registers.png
Other sequential cells in the stronger grey, the rest of the logic in the fainter grey.
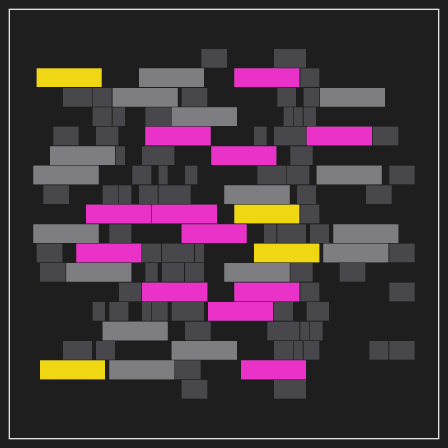
met1.png
Supply wires on this layer in grey.
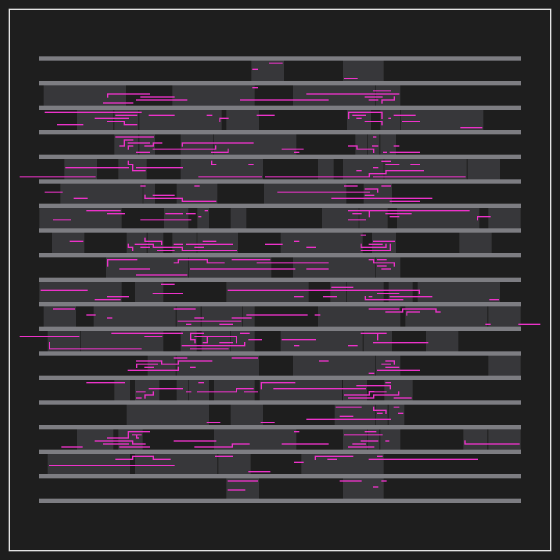
met2.png
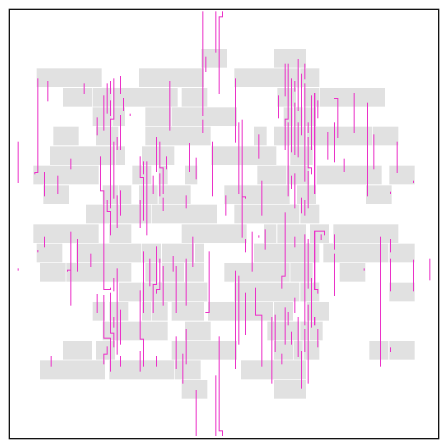
--- src/rtl/debouncer_multi.sv ---
// debouncer_multi: per-channel 2-flop synchroniser, glitch filter and
// debounced level with registered one-cycle press/release strobes.
// Optional auto-repeat of the press strobe: define DEBOUNCER_MULTI_AUTOREPEAT_EN.
module debouncer_multi #(
  parameter int unsigned CHANNELS            = 4,
  parameter int unsigned CLK_FREQ_MHZ        = 100,
  parameter int unsigned GLITCH_TIME_NS      = 70,
  parameter int unsigned KEY_ACTIVE_LOW      = 0,
  parameter int unsigned REPEAT_DELAY_TICKS  = 16,
  parameter int unsigned REPEAT_PERIOD_TICKS = 8
) (
  input  logic                clk_i,
  input  logic                rstn_i,
  input  logic [CHANNELS-1:0] key_i,
  output logic [CHANNELS-1:0] key_state_o,
  output logic [CHANNELS-1:0] key_pressed_stb_o,
  output logic [CHANNELS-1:0] key_released_stb_o
);

  localparam int unsigned WAIT_RAW   = (GLITCH_TIME_NS * CLK_FREQ_MHZ) / 1000;
  localparam int unsigned WAIT_TICKS = (WAIT_RAW < 1) ? 1 : WAIT_RAW;
  localparam int unsigned CNT_W      = $clog2(WAIT_TICKS + 1);
  localparam logic [CNT_W-1:0] CNT_LAST = CNT_W'(WAIT_TICKS - 1);
  localparam logic ACT_LO   = (KEY_ACTIVE_LOW != 0);
  localparam logic RAW_IDLE = ACT_LO;

`ifdef DEBOUNCER_MULTI_AUTOREPEAT_EN
  localparam int unsigned REP_MAX = (REPEAT_DELAY_TICKS > REPEAT_PERIOD_TICKS) ?
                                    REPEAT_DELAY_TICKS : REPEAT_PERIOD_TICKS;
  localparam int unsigned RCNT_W  = $clog2(REP_MAX + 1);
  localparam logic [RCNT_W-1:0] REP_FIRST_LAST = RCNT_W'(REPEAT_DELAY_TICKS - 1);
  localparam logic [RCNT_W-1:0] REP_NEXT_LAST  = RCNT_W'(REPEAT_PERIOD_TICKS - 1);

  typedef enum logic {REP_FIRST, REP_NEXT} rep_phase_e;
`endif

  if (CHANNELS < 1 || REPEAT_DELAY_TICKS < 1 || REPEAT_PERIOD_TICKS < 1) begin : g_param_err
    $error("debouncer_multi: CHANNELS and repeat tick counts must be >= 1");
  end

  for (genvar i = 0; i < CHANNELS; i++) begin : g_ch
    logic             s1;
    logic             s2;
    logic             lvl;
    logic             state;
    logic             accept;
    logic             rep_fire;
    logic             press_q;
    logic             rel_q;
    logic [CNT_W-1:0] cnt;

    // normalised level (1 = pressed) and filter saturation
    always_comb begin
      lvl    = s2 ^ ACT_LO;
      accept = (lvl != state) && (cnt == CNT_LAST);
    end

    // synchroniser, glitch filter, debounced state and strobes
    always_ff @(posedge clk_i or negedge rstn_i) begin
      if (!rstn_i) begin
        s1      <= RAW_IDLE;
        s2      <= RAW_IDLE;
        state   <= 1'b0;
        cnt     <= '0;
        press_q <= 1'b0;
        rel_q   <= 1'b0;
      end else begin
        s1      <= key_i[i];
        s2      <= s1;
        press_q <= (accept & lvl) | rep_fire;
        rel_q   <= accept & ~lvl;
        if (accept) begin
          state <= lvl;
          cnt   <= '0;
        end else if (lvl == state) begin
          cnt <= '0;
        end else begin
          cnt <= cnt + CNT_W'(1);
        end
      end
    end

`ifdef DEBOUNCER_MULTI_AUTOREPEAT_EN
    logic [RCNT_W-1:0] rcnt;
    logic [RCNT_W-1:0] rep_last;
    rep_phase_e        rep_phase;

    // repeat fires only while held and never on the edge a release is accepted
    always_comb begin
      rep_last = (rep_phase == REP_FIRST) ? REP_FIRST_LAST : REP_NEXT_LAST;
      rep_fire = state && !accept && (rcnt == rep_last);
    end

    // repeat timer: restarts on every accepted transition
    always_ff @(posedge clk_i or negedge rstn_i) begin
      if (!rstn_i) begin
        rcnt      <= '0;
        rep_phase <= REP_FIRST;
      end else if (accept) begin
        rcnt      <= '0;
        rep_phase <= REP_FIRST;
      end else if (state) begin
        if (rep_fire) begin
          rcnt      <= '0;
          rep_phase <= REP_NEXT;
        end else begin
          rcnt <= rcnt + RCNT_W'(1);
        end
      end
    end
`else
    // no auto-repeat in this build
    always_comb begin
      rep_fire = 1'b0;
    end
`endif

    assign key_state_o[i]        = state;
    assign key_pressed_stb_o[i]  = press_q;
    assign key_released_stb_o[i] = rel_q;
  end

endmodule

--- config.mk ---
export PLATFORM = sky130hd
export DESIGN_NAME = debouncer_multi
export DESIGN_NICKNAME = d
export VERILOG_FILES = /design/src/rtl/debouncer_multi.sv
export SDC_FILE = /design/constraint.sdc
export NUM_CORES = 1
export LEC_CHECK = 0
export CAP_MARGIN = 25
export CORE_MARGIN = 3
export CORE_UTILIZATION = 45
export CTS_BUF_LIST = sky130_fd_sc_hd__clkbuf_2
export CTS_CLUSTER_DIAMETER = 50
export DETAILED_ROUTE_END_ITERATION = 6
export PLACE_DENSITY_LB_ADDON = 0.12
export SKIP_LAST_GASP = 1
export SYNTH_ARGS = -nofsm -noshare
export SYNTH_HDL_FRONTEND = slang
export SYNTH_SLANG_ARGS = --single-unit
--- constraint.sdc ---
create_clock -name clk_i -period 1.9 [get_ports clk_i]
set_input_delay 0.19 -clock clk_i [delete_from_list [all_inputs] [get_ports clk_i]]
set_output_delay 0.19 -clock clk_i [all_outputs]
set_load 0.02 [all_outputs]
==> flow_metrics.tcl <==
# collected from the flow reports
set metrics [dict create \
    outcome "complete, no violations" \
    nonClkBufAreaFrac_pct 12.2 \
    cp-start-kind "flop" \
    cts_root_buf "clkbuf_2" \
    cts_tree "yes" \
    finalPower_mw 1.67 \
    inv_count 4 \
    worstPathArrival_ns 1.41 \
    dr.pass1.iters 3 \
    comb_cells 48 \
    min_path_type "input pin to async pin" \
    wl_met3_um 93 \
    place_ws_ns 0.664 \
    die_x_um 59.8 \
    synth-edff-count 0 \
    slowest_delay_ns 0.63 \
    worst_pin_slew_ns 0.390 \
    cp_top_family "buffers and inverters" \
    syn_area_sq_um 1300 \
    clockBufferDepth 2 \
    grt_pass1_vias 715 \
    pwr.group.clock_uw 263 \
    yosysMostFrequentCell "dfrtp_1" \
    place_congestion 0.723 \
    antenna_left 0 \
    r2r_end "g_ch[3].cnt[2]" \
    r2r_cells 4 \
    core-area_sq_um 2610 \
    ys_ff 32 \
    final_util_pct 55.6 \
    ctsHoldBuffers 0 \
    timing.hold.ws_ns 0.229 \
    switching_share_pct 32.2 \
    syn_inst 96 \
    io_buffers 17 \
    synth_area_leader_cell "dfrtp_1" \
    synth-adder-area-share_pct 7.69 \
    cts_max_level 2 \
    end_kind "primary output" \
    clock_latency_ns 0.34 \
    cts_resized 0 \
    drv_slew 0 \
    netlist.area_leader.share_pct 61.5 \
    routed_via_density 5.20 \
    cp.depth 1 \
    antenna-diode-count 0 \
    setup_ws_ns 0.300 \
    first_iter_violations 25 \
    final_common_cell "dfrtp_1" \
    largest_register_ffs 12 \
    rsz0062_at_grt "no" \
    maxUsedRoutingLayer "met4" \
    grt_antenna_before_repair 0 \
    fin_cells 137 \
    top_level_ports 18 \
    grt_max_degree 33 \
    wl_met1_um 741 \
    crit_chain "clkdlybuf4s50_1" \
    place_inst 132 \
    clock.fmax_mhz 625 \
    nets 123 \
    grt_pass1_wl_um 3130 \
    buffers 18 \
    logic_family "simple AND/OR/NAND/NOR gates" \
    seqPwrFrac_pct 56.4 \
    synthTopCellsByArea "dfrtp_1, ha_1, buf_4" \
    synth_warnings 0 \
    fin_crit_ns 1.60 \
    num_rows 18 \
    aoi_share_pct 6.15 \
    max_cap_violations 0 \
]
## Picture notes: registers.png
- g_ch.state: yellow (flops 4)
- g_ch.cnt: magenta (flops 12; where middle)
- not coloured: 16

## Picture notes: met1.png
- main direction: horizontal
- longest straight run: 21.2 um
DR vias: 713
met1 usage: 14.5%
Routed WL: 1700 um

## Picture notes: met2.png
- wire length on this layer: 821 um
- share of all routed wire: 48%
- longest straight run: 18.0 um
- main direction: vertical
- nets with wire on the layer: 106
GR Util met2: 19.1%

